Figure 1. Wiring heat map (run 1).
The bar under the picture is 20 um long. 23 x 16 tiles, from dark blue (low) to red (high), scaled to the fullest tile. Values are wire area over tile area, all layers added.
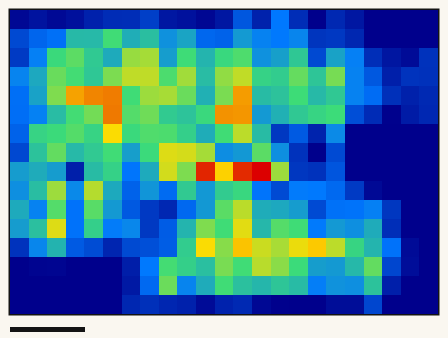
Figure 2. Cell density map (run 1).
The bar under the picture is 20 um long. 11 x 8 tiles, from dark blue (low) to red (high), 0 to 100% covered.
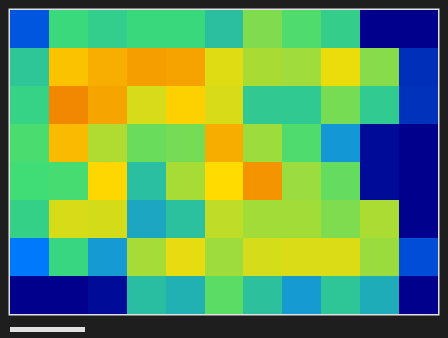
Figure 3. Cells colored by class (run 1).
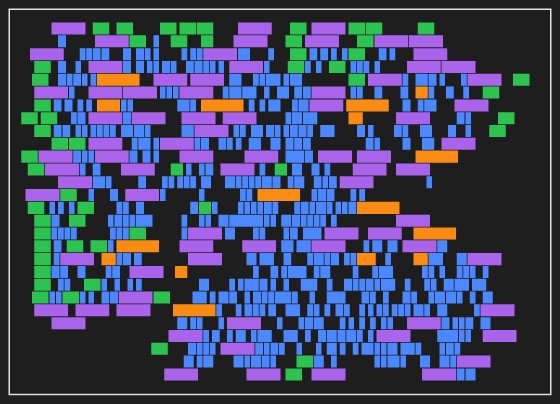
$ cat config.mk
export PLATFORM = sky130hd
export DESIGN_NAME = ps2_cmd_ctrl
export DESIGN_NICKNAME = d
export VERILOG_FILES = /design/src/rtl/ps2_pkg.sv /design/src/rtl/ps2_timeout_cnt.sv /design/src/rtl/ps2_cmd_ctrl.sv
export SDC_FILE = /design/constraint.sdc
export NUM_CORES = 1
export LEC_CHECK = 0
export ABC_AREA = 1
export CORE_ASPECT_RATIO = 0.7
export CORE_MARGIN = 2
export CORE_UTILIZATION = 45
export DETAILED_ROUTE_END_ITERATION = 8
export HOLD_SLACK_MARGIN = 0.05
export PLACE_DENSITY = 0.72
export SKIP_CTS_REPAIR_TIMING = 1
export SLEW_MARGIN = 20
export SYNTH_ARGS = -nofsm -noshare
export SYNTH_HDL_FRONTEND = slang
export SYNTH_SLANG_ARGS = --single-unit
$ cat constraint.sdc
create_clock -name i_clk -period 3.1 [get_ports i_clk]
set_input_delay 0.465 -clock i_clk [delete_from_list [all_inputs] [get_ports i_clk]]
set_output_delay 0.465 -clock i_clk [all_outputs]
set_load 0.005 [all_outputs]
$ cat src/rtl/ps2_pkg.sv
// Shared definitions for the PS/2 command controller: FSM encoding, device
// response codes, CPU register offsets and STATUS bit positions.
package ps2_pkg;

  typedef enum logic [2:0] {
    ST_IDLE,
    ST_SEND,
    ST_WAIT_TX,
    ST_WAIT_RSP,
    ST_NEXT,
    ST_DONE
  } state_t;

  localparam logic [7:0] RSP_ACK    = 8'hFA;
  localparam logic [7:0] RSP_RESEND = 8'hFE;

  localparam logic [1:0] REG_CMD    = 2'd0;
  localparam logic [1:0] REG_ARG    = 2'd1;
  localparam logic [1:0] REG_STATUS = 2'd2;
  localparam logic [1:0] REG_RSP    = 2'd3;

  localparam int STAT_BUSY    = 7;
  localparam int STAT_TIMEOUT = 6;
  localparam int STAT_TX      = 5;
  localparam int STAT_NACK    = 4;
  localparam int STAT_OVERRUN = 3;

  function automatic logic [7:0] packStatus(input logic busy, input logic tmo,
                                            input logic txErr, input logic nack,
                                            input logic ovr);
    logic [7:0] s;
    s               = '0;
    s[STAT_BUSY]    = busy;
    s[STAT_TIMEOUT] = tmo;
    s[STAT_TX]      = txErr;
    s[STAT_NACK]    = nack;
    s[STAT_OVERRUN] = ovr;
    return s;
  endfunction

endpackage

$ cat src/rtl/ps2_timeout_cnt.sv
// Saturating cycle counter with a synchronous load-to-zero, used to time out
// the transmitter and device-response waits.
module ps2_timeout_cnt #(
  parameter int WIDTH = 8
) (
  input  logic             clk_i,
  input  logic             rst_i,
  input  logic             load_i,
  input  logic             en_i,
  output logic [WIDTH-1:0] count_o
);

  logic [WIDTH-1:0] count_q;

  always_ff @(posedge clk_i) begin
    if (rst_i) begin
      count_q <= '0;
    end else if (load_i) begin
      count_q <= '0;
    end else if (en_i && (count_q != {WIDTH{1'b1}})) begin
      count_q <= count_q + 1'b1;
    end
  end

  assign count_o = count_q;

endmodule

$ cat src/rtl/ps2_cmd_ctrl.sv
// PS/2 host command controller: CPU register interface, command/argument send
// sequencing with ack/resend handling and timeouts. PS2_RETRY_EN enables resends.
module ps2_cmd_ctrl
  import ps2_pkg::*;
#(
  parameter int TIMEOUT_CYC = 1000000,
  parameter int MAX_RETRY   = 3
) (
  input  logic        i_clk,
  input  logic        i_rst,
  input  logic        i_request,
  input  logic        i_write,
  input  logic [11:0] i_address,
  input  logic [7:0]  i_data,
  output logic [7:0]  o_data,
  output logic        o_data_DV,
  output logic [7:0]  o_tx_byte,
  output logic        o_tx_start,
  input  logic        i_tx_done,
  input  logic        i_tx_err,
  input  logic [7:0]  i_rx_byte,
  input  logic        i_rx_valid,
  output logic [7:0]  o_rx_byte,
  output logic        o_rx_valid,
  output logic        o_busy
);

  localparam int TW = (TIMEOUT_CYC < 2) ? 1 : $clog2(TIMEOUT_CYC + 1);
  localparam logic [TW-1:0] TO_LAST = TW'(TIMEOUT_CYC - 1);

  state_t state_q, state_d;
  logic [7:0] cmd_q, cmd_d, arg_q, arg_d, curByte_q, curByte_d, lastRsp_q, lastRsp_d;
  logic [7:0] data_q, data_d, rxByte_q, rxByte_d;
  logic argPend_q, argPend_d, argSent_q, argSent_d;
  logic errTimeout_q, errTimeout_d, errTx_q, errTx_d, errNack_q, errNack_d;
  logic overrun_q, overrun_d, dataDv_q, dataDv_d, rxValid_q, rxValid_d;
  logic [TW-1:0] toCount;
  logic [1:0] regOff;
  logic timeUp, isProto, unusedAddr;

`ifdef PS2_RETRY_EN
  localparam int RW = (MAX_RETRY < 2) ? 1 : $clog2(MAX_RETRY + 1);
  localparam logic [RW-1:0] RETRY_LIM = RW'(MAX_RETRY);
  logic [RW-1:0] retry_q, retry_d;
`else
  localparam int unusedRetry = MAX_RETRY;
`endif

  assign regOff     = i_address[1:0];
  assign unusedAddr = ^i_address[11:2];
  assign timeUp     = (toCount == TO_LAST);
  assign isProto    = (i_rx_byte == RSP_ACK) || (i_rx_byte == RSP_RESEND);

  // Restarts on every state change so each wait gets a fresh budget.
  ps2_timeout_cnt #(.WIDTH(TW)) u_timeout (
    .clk_i  (i_clk),
    .rst_i  (i_rst),
    .load_i (state_d != state_q),
    .en_i   ((state_q == ST_WAIT_TX) || (state_q == ST_WAIT_RSP)),
    .count_o(toCount)
  );

  always_ff @(posedge i_clk) begin
    if (i_rst) begin
      state_q      <= ST_IDLE;
      cmd_q        <= '0;
      arg_q        <= '0;
      curByte_q    <= '0;
      lastRsp_q    <= '0;
      data_q       <= '0;
      rxByte_q     <= '0;
      argPend_q    <= 1'b0;
      argSent_q    <= 1'b0;
      errTimeout_q <= 1'b0;
      errTx_q      <= 1'b0;
      errNack_q    <= 1'b0;
      overrun_q    <= 1'b0;
      dataDv_q     <= 1'b0;
      rxValid_q    <= 1'b0;
`ifdef PS2_RETRY_EN
      retry_q      <= '0;
`endif
    end else begin
      state_q      <= state_d;
      cmd_q        <= cmd_d;
      arg_q        <= arg_d;
      curByte_q    <= curByte_d;
      lastRsp_q    <= lastRsp_d;
      data_q       <= data_d;
      rxByte_q     <= rxByte_d;
      argPend_q    <= argPend_d;
      argSent_q    <= argSent_d;
      errTimeout_q <= errTimeout_d;
      errTx_q      <= errTx_d;
      errNack_q    <= errNack_d;
      overrun_q    <= overrun_d;
      dataDv_q     <= dataDv_d;
      rxValid_q    <= rxValid_d;
`ifdef PS2_RETRY_EN
      retry_q      <= retry_d;
`endif
    end
  end

  always_comb begin
    state_d      = state_q;
    cmd_d        = cmd_q;
    arg_d        = arg_q;
    curByte_d    = curByte_q;
    lastRsp_d    = lastRsp_q;
    data_d       = data_q;
    rxByte_d     = rxByte_q;
    argPend_d    = argPend_q;
    argSent_d    = argSent_q;
    errTimeout_d = errTimeout_q;
    errTx_d      = errTx_q;
    errNack_d    = errNack_q;
    overrun_d    = overrun_q;
    dataDv_d     = 1'b0;
    rxValid_d    = 1'b0;
`ifdef PS2_RETRY_EN
    retry_d      = retry_q;
`endif

    // Reads sample the pre-edge registers, so STATUS reflects the old state.
    if (i_request) begin
      dataDv_d = 1'b1;
      data_d   = '0;
      if (!i_write) begin
        case (regOff)
          REG_CMD:    data_d = cmd_q;
          REG_ARG:    data_d = arg_q;
          REG_STATUS: begin
            data_d    = packStatus(state_q != ST_IDLE, errTimeout_q, errTx_q,
                                   errNack_q, overrun_q);
            overrun_d = 1'b0;
          end
          default:    data_d = lastRsp_q;
        endcase
      end else if ((regOff == REG_CMD) || (regOff == REG_ARG)) begin
        if (state_q != ST_IDLE) begin
          overrun_d = 1'b1;
        end else if (regOff == REG_CMD) begin
          cmd_d        = i_data;
          curByte_d    = i_data;
          errTimeout_d = 1'b0;
          errTx_d      = 1'b0;
          errNack_d    = 1'b0;
          argSent_d    = 1'b0;
`ifdef PS2_RETRY_EN
          retry_d      = '0;
`endif
          state_d      = ST_SEND;
        end else begin
          arg_d     = i_data;
          argPend_d = 1'b1;
        end
      end
    end

    if (i_rx_valid && !((state_q == ST_WAIT_RSP) && isProto)) begin
      rxByte_d  = i_rx_byte;
      rxValid_d = 1'b1;
    end

    case (state_q)
      ST_IDLE: ;
      ST_SEND: state_d = ST_WAIT_TX;
      ST_WAIT_TX: begin
        if (i_tx_done) begin
          state_d = ST_WAIT_RSP;
        end else if (i_tx_err) begin
          errTx_d = 1'b1;
          state_d = ST_DONE;
        end else if (timeUp) begin
          errTimeout_d = 1'b1;
          state_d      = ST_DONE;
        end
      end
      ST_WAIT_RSP: begin
        if (i_rx_valid && (i_rx_byte == RSP_ACK)) begin
          lastRsp_d = i_rx_byte;
          state_d   = ST_NEXT;
        end else if (i_rx_valid && (i_rx_byte == RSP_RESEND)) begin
          lastRsp_d = i_rx_byte;
`ifdef PS2_RETRY_EN
          if (retry_q < RETRY_LIM) begin
            retry_d = retry_q + 1'b1;
            state_d = ST_SEND;
          end else begin
            errNack_d = 1'b1;
            state_d   = ST_DONE;
          end
`else
          errNack_d = 1'b1;
          state_d   = ST_DONE;
`endif
        end else if (timeUp) begin
          errTimeout_d = 1'b1;
          state_d      = ST_DONE;
        end
      end
      ST_NEXT: begin
        if (argPend_q && !argSent_q) begin
          curByte_d = arg_q;
          argSent_d = 1'b1;
`ifdef PS2_RETRY_EN
          retry_d   = '0;
`endif
          state_d   = ST_SEND;
        end else begin
          state_d = ST_DONE;
        end
      end
      ST_DONE: begin
        argPend_d = 1'b0;
        state_d   = ST_IDLE;
      end
      default: state_d = ST_IDLE;
    endcase
  end

  assign o_busy     = (state_q != ST_IDLE);
  assign o_tx_start = (state_q == ST_SEND);
  assign o_tx_byte  = curByte_q;
  assign o_data     = data_q;
  assign o_data_DV  = dataDv_q;
  assign o_rx_byte  = rxByte_q;
  assign o_rx_valid = rxValid_q;

endmodule
==> reports/summary.txt, run 1 <==
Hold Slack -> 0.451 ns
Worst Path Max Fanout -> 8
Yosys reg bits -> 79
filler instances -> 798
Clock Latency Late Sink -> 0.34 ns
Post-DRT Antenna Nets -> 0
# Taps -> 105
pwr dens -> 477 nW/um2
Worst Max-Slew Pin Slew -> 0.626 ns
Worst path max stage delay -> 0.59 ns
CP Data Required Time -> 2.63 ns
routability cong. -> 0.842
Chip Area -> 9340 um2
logic share of the area -> 39.8%
EDFF count, synth -> 0
RSZ-0062 raised after global routing -> no
Max-cap violations -> 0
Peak VDD IR -> 0.364 mV
Final period util -> 71.7%
Inverters -> 75
initial DRC count -> 273
Leak -> 1.73 nW
vias per inst -> 5.13
Seq cells -> 79
met1 Use GR -> 30.8%
Cell Area, Synth -> 3860 um2
Worst Setup End Kind -> output pin
CP cell instances -> nor3_1 -> clkdlybuf4s50_1
busiest grt layer -> met2
status -> completed
Final TNS setup -> 0 ns
mi-comb count -> 377
Mapped Nets -> 583
clock-cell share of area -> 6.18%
Worst Path Arrival -> 1.76 ns
logic area -> 1880 um2
I/O pin total -> 63
Signal buffers -> 56
fmax -> 450 MHz
total CTS buffers -> 9
ys flop type -> dfxtp_1
htree depth -> 3
register area -> 1580 um2
Worst setup SP type -> flip-flop
largest net degree at the start of global routing -> 38
initial antenna violation count -> 0
worst min path class -> flip-flop to flip-flop
Chip Height -> 81.5 um
met3 GRT Util -> 6.27%
Signal buf overhead -> 11.7%
ant diodes -> 0
Overall Global Routing Usage -> 21.3%
vias in the first global route -> 3217
layout cells sized above 1 -> 11.4%
clock slew seen by the registers of the worst setup and hold paths -> 0.06 ns
number of core rows -> 28
Worst Skew -> 0.00584 ns
flop share of the area -> 33.5%
# port buffers -> 52
Final HPWL DP -> 6720 um
Notes on Figure 1 above:
- nearly empty tiles: 18%
- tiles over half the peak: 22%
- densest ninth of the die: center
- fullest tile: 0.55
- emptiest ninth of the die: middle right
final WL: 9370 um
WL per Instance: 13.2 um

Notes on Figure 2 above:
- mean over tiles: 49%
- fullest tile: 85%
- nearly empty tiles: 9.1%
- emptiest ninth of the die: middle right
- tiles over 75% full: 14%
Core ar.: 8370 um2
FP Util: 46.1%
Finished Core Util: 56.4%

Notes on Figure 3 above:
- clock drivers and dummy loads: orange (cells 16; share of their area 6.4%)
- other buffers and delay cells: green (cells 56; share of their area 12%)
- all other logic: blue (cells 452; share of their area 47%)
- flip-flops: purple (cells 79; share of their area 34%)

==> run 1: power breakdown <==
part	internal, mW	total (mW)	switching (mW)	leakage [nW]
Sequential	1.04	1.05	0.0140	0.641
Clock	0.575	1.02	0.440	0.137
Combinational	0.0820	0.184	0.102	0.954
==> run 1: worst paths after layout <==
kind	from	endpoint	slack (ns)	cells after the start
max	state_q[2]	o_tx_start	0.88	2
min	cmd_q[6]	cmd_q[6]	0.45	2
min reg2reg	cmd_q[6]	cmd_q[6]	0.45	2
max reg2reg	u_timeout.count_o[0]	u_timeout.count_o[12]	0.95	12
==> run 1: cells in the mapped netlist (3+ instances only) <==
cell type | instances | area share, %
a211oi_1 | 6 | 1.2
a21oi_1 | 34 | 4.4
buf_2 | 3 | 0.39
buf_6 | 5 | 1.5
clkbuf_1 | 4 | 0.39
dfxtp_1 | 79 | 41
inv_1 | 63 | 6.1
inv_2 | 7 | 0.68
inv_4 | 3 | 0.49
nand2_1 | 103 | 10
nand2_2 | 5 | 0.81
nand3_1 | 23 | 3.0
nand4_1 | 7 | 1.1
nor2_1 | 87 | 8.5
nor2_2 | 25 | 4.1
nor3_1 | 7 | 0.91
o211ai_1 | 11 | 2.1
o21ai_0 | 31 | 4.0
o21ai_1 | 5 | 0.65
o221ai_1 | 3 | 0.68
xor2_1 | 13 | 3.0
==> run 1: state kept, by name (all words and copies together) (netlist names) <==
register           count
o_tx_byte              8
overrun_q              1
argSent_q              1
arg_q                  8
state_q                3
cmd_q                  8
errTimeout_q           1
o_rx_byte              8
lastRsp_q              8
argPend_q              1
u_timeout.count_o     20
errNack_q              1
errTx_q                1
o_rx_valid             1
o_data                 8
o_data_DV              1
==> run 1: cell usage in the layout (no fill, tap or decap), types with 13 or more instances in the layout <==
| cell | n |
|---|---|
| nand2_1 | 103 |
| nor2_1 | 87 |
| dfxtp_1 | 79 |
| inv_1 | 63 |
| clkdlybuf4s50_1 | 52 |
| a21oi_1 | 34 |
| o21ai_0 | 31 |
| nor2_2 | 25 |
| nand3_1 | 23 |
| xor2_1 | 13 |
==> run 1: per-layer routing <==
metal / up-vias / share of wire [%] / routed length (um)
li1: 1853 / - / -
met1: 1626 / 49 / 4570
met2: 139 / 41 / 3840
met3: 11 / 9.2 / 863
met4: 0 / 1.1 / 102
met5: - / 0 / 0
==> run 1: cell families after synthesis <==
family / Yosys count / synth area share [%]
xor gates and xnor gates: 13 / 2.95
buffers and inverters: 91 / 10.3
adders and majority gates: 1 / 0.324
DFF: 79 / 41.0
AOI/OAI and AO/OA: 95 / 14.0
and+or+nand+nor: 268 / 31.4
==> run 1: worst max-delay path: cells and delay by family (launching register included) <==
family | cells | cell delay (ns)
buffers and inverters | 1 | 0.59
DFF | 1 | 0.44
and+or+nand+nor | 1 | 0.40
==> run 1: through the flow <==
step                      worst slack, ns  std cells  cell area [um2]  power, mW
final                               0.877        708             4720       2.25
after global routing                0.723        708             4720       2.33
after floorplan                      1.50        547             3860       1.17
after CTS                           0.901        708             4720       2.27
after detailed placement            0.601        692             4430       1.26
after global placement              0.629        692             4430       1.25
## Run 2: what changed since run 1
- PLACE_DENSITY: 0.72 -> 0.75
- clock period: 3.1 -> 2.02 ns (I/O delays scaled with it)
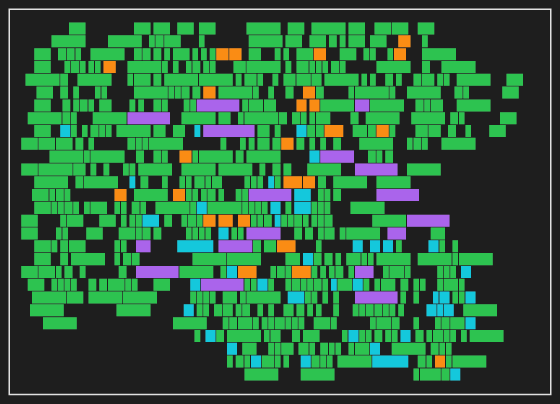
Figure 4: run 2, sizing map.
- drive 2: cyan (cells 43)
- drive 6 and up: purple (cells 17)
- drive 1 or less: green (cells 531)
- drive 3 to 4: orange (cells 25)

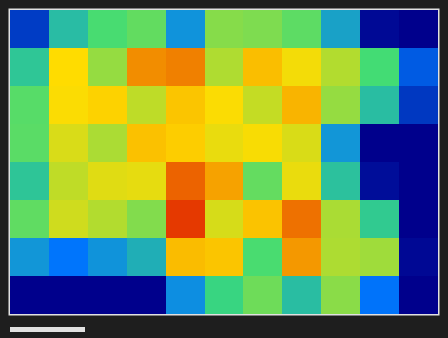
Figure 5: run 2, cell density map.
The bar under the picture is 20 um long. 11 x 8 tiles, from dark blue (low) to red (high), 0 to 100% covered.
- fullest tile: 94%
- densest ninth of the die: center
- tiles over 75% full: 19%
- mean over tiles: 51%
- nearly empty tiles: 14%

==> reports/summary.txt, run 2 <==
Final TNS setup -> 0 ns
Worst Path Max Fanout -> 6
Largest register FFs -> 20
Yosys reg bits -> 79
htree depth -> 3
CTS max path bufs -> 2
Worst setup SP type -> flip-flop
Area Growth Syn to Fin -> 26.4%
total CTS buffers -> 9
layout cells sized above 1 -> 13.8%
Worst Skew -> 0.00685 ns
Worst path max stage delay -> 0.55 ns
Gate Count Post-Synth -> 547
Peak VDD IR -> 0.418 mV
worst min path class -> flip-flop to flip-flop
status -> completed
most frequent cell after synthesis -> nand2_1
Cell area leaders -> dfxtp_1, nand2_1, nor2_1
worst path buffer plus inverter count -> 2
ys flop type -> dfxtp_1
Mapped Nets -> 583
ant diodes -> 0
Chip Height -> 81.5 um
vias in the first global route -> 3363
Overall Global Routing Usage -> 21.3%
Final HPWL DP -> 6940 um
non-filler cells, final -> 721
Worst Path Arrival -> 1.62 ns
Final period util -> 95.3%
vias per inst -> 5.09
Crit path max-delay family -> buffers and inverters
Core ar. -> 8370 um2
routability cong. -> 0.927
Post-DRT Antenna Nets -> 0
Post-Place Cells -> 705
Leak -> 1.83 nW
Chip Area -> 9340 um2
# port buffers -> 52
number of core rows -> 28
Worst Max-Slew Pin Slew -> 0.375 ns
clock slew seen by the registers of the worst setup and hold paths -> 0.06 ns
most common library cells after synthesis -> nand2_1, nor2_1, dfxtp_1, inv_1, a21oi_1
Synth area leader -> dfxtp_1
I/O pin total -> 63
FP Util -> 46.1%
Area leader share -> 41.0%
critical path class -> flip-flop to output pin
pwr dens -> 742 nW/um2
initial antenna violation count -> 0
fmax -> 519 MHz
RSZ-0062 raised after global routing -> no
setup violators final -> 0
Hold Slack -> 0.451 ns
CP cell instances -> inv_1 -> nor3_2 -> clkdlybuf4s50_1
vias -> 3670
final WL -> 9500 um
Cell Area, Synth -> 3860 um2
CP Data Required Time -> 1.72 ns
slowest CP cell -> clkdlybuf4s50_1
slew margin rel. -> 75.0%
filler instances -> 766
Post-Layout Inst Area -> 4880 um2
Worst Setup End Kind -> output pin
Clock Latency Late Sink -> 0.34 ns
most frequent logic cells in the routed design -> nand2_1, nor2_1, dfxtp_1
largest net degree at the start of global routing -> 24
initial DRC count -> 240
Max-cap violations -> 0
placed cell area -> 4550 um2
most common cell after layout, fill and taps aside -> nand2_1
EDFF count, synth -> 0
cells in synth_stat.txt -> 547
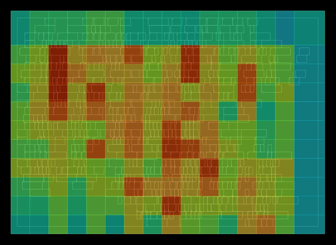
Figure 6: run 2, congestion heat map.
met1 Use GR: 29.5%
WL per Instance: 13.2 um
met2 Usage GRT: 32.2%
busiest grt layer: met2

## run 2: power by group
| part | internal (mW) | switching [mW] | leakage [nW] |
|---|---|---|---|
| logic | 0.148 | 0.164 | 1.04 |
| clock network | 0.986 | 0.706 | 0.150 |
| registers | 1.59 | 0.0216 | 0.642 |
## run 2: kinds of logic after synthesis
| group | after synthesis | synth area share (%) |
|---|---|---|
| buf+inv | 91 | 10.3 |
| simple gates | 268 | 31.4 |
| fa+ha+maj | 1 | 0.324 |
| compound gates | 95 | 14.0 |
| flops | 79 | 41.0 |
| xor+xnor | 13 | 2.95 |
## run 2: per-stage QoR
step           power (mW)  utilization, %  setup WS (ns)
6_report             3.62            58.2         0.0945
3_3_place_gp         1.95            54.4         0.0546
5_1_grt              3.75            58.2        0.00403
2_1_floorplan        1.80               -          0.420
4_1_cts              3.63            58.1        -0.0340
3_5_place_dp         1.96            54.4        -0.0125
## run 2: worst paths after layout
check	from	endpoint	slack, ns	cells past startpoint
max	state_q[0]	o_tx_start	0.09	3
min	lastRsp_q[4]	lastRsp_q[4]	0.45	2
max reg2reg	u_timeout.count_o[0]	u_timeout.count_o[12]	0.19	13
min reg2reg	lastRsp_q[4]	lastRsp_q[4]	0.45	2
## run 2: area by class of cell
type	count	area, um2	area share (%)
multi-input cells	377	1890	38.7
clock inverters	7	86.3	1.77
inverters	75	289	5.93
repair buffers	69	673	13.8
clock buffers	9	225	4.62
well taps	105	131	2.69
flip-flops and latches	79	1580	32.5
## run 2: tightest hold or removal path, delay by kind of cell (launching register included)
kind                   cells  cell delay [ns]
DFF                        1             0.31
AOI/OAI and AO/OA          1             0.05
buffers and inverters      1             0.04
## run 2: metal layers
layer	share of wire [%]	GRT usage, %
met3	7.6	6.20
met5	0	0
met1	49	29.5
met4	1.1	6.71
met2	42	32.2
No activity file was given, so power comes from the tool's default toggle rates.
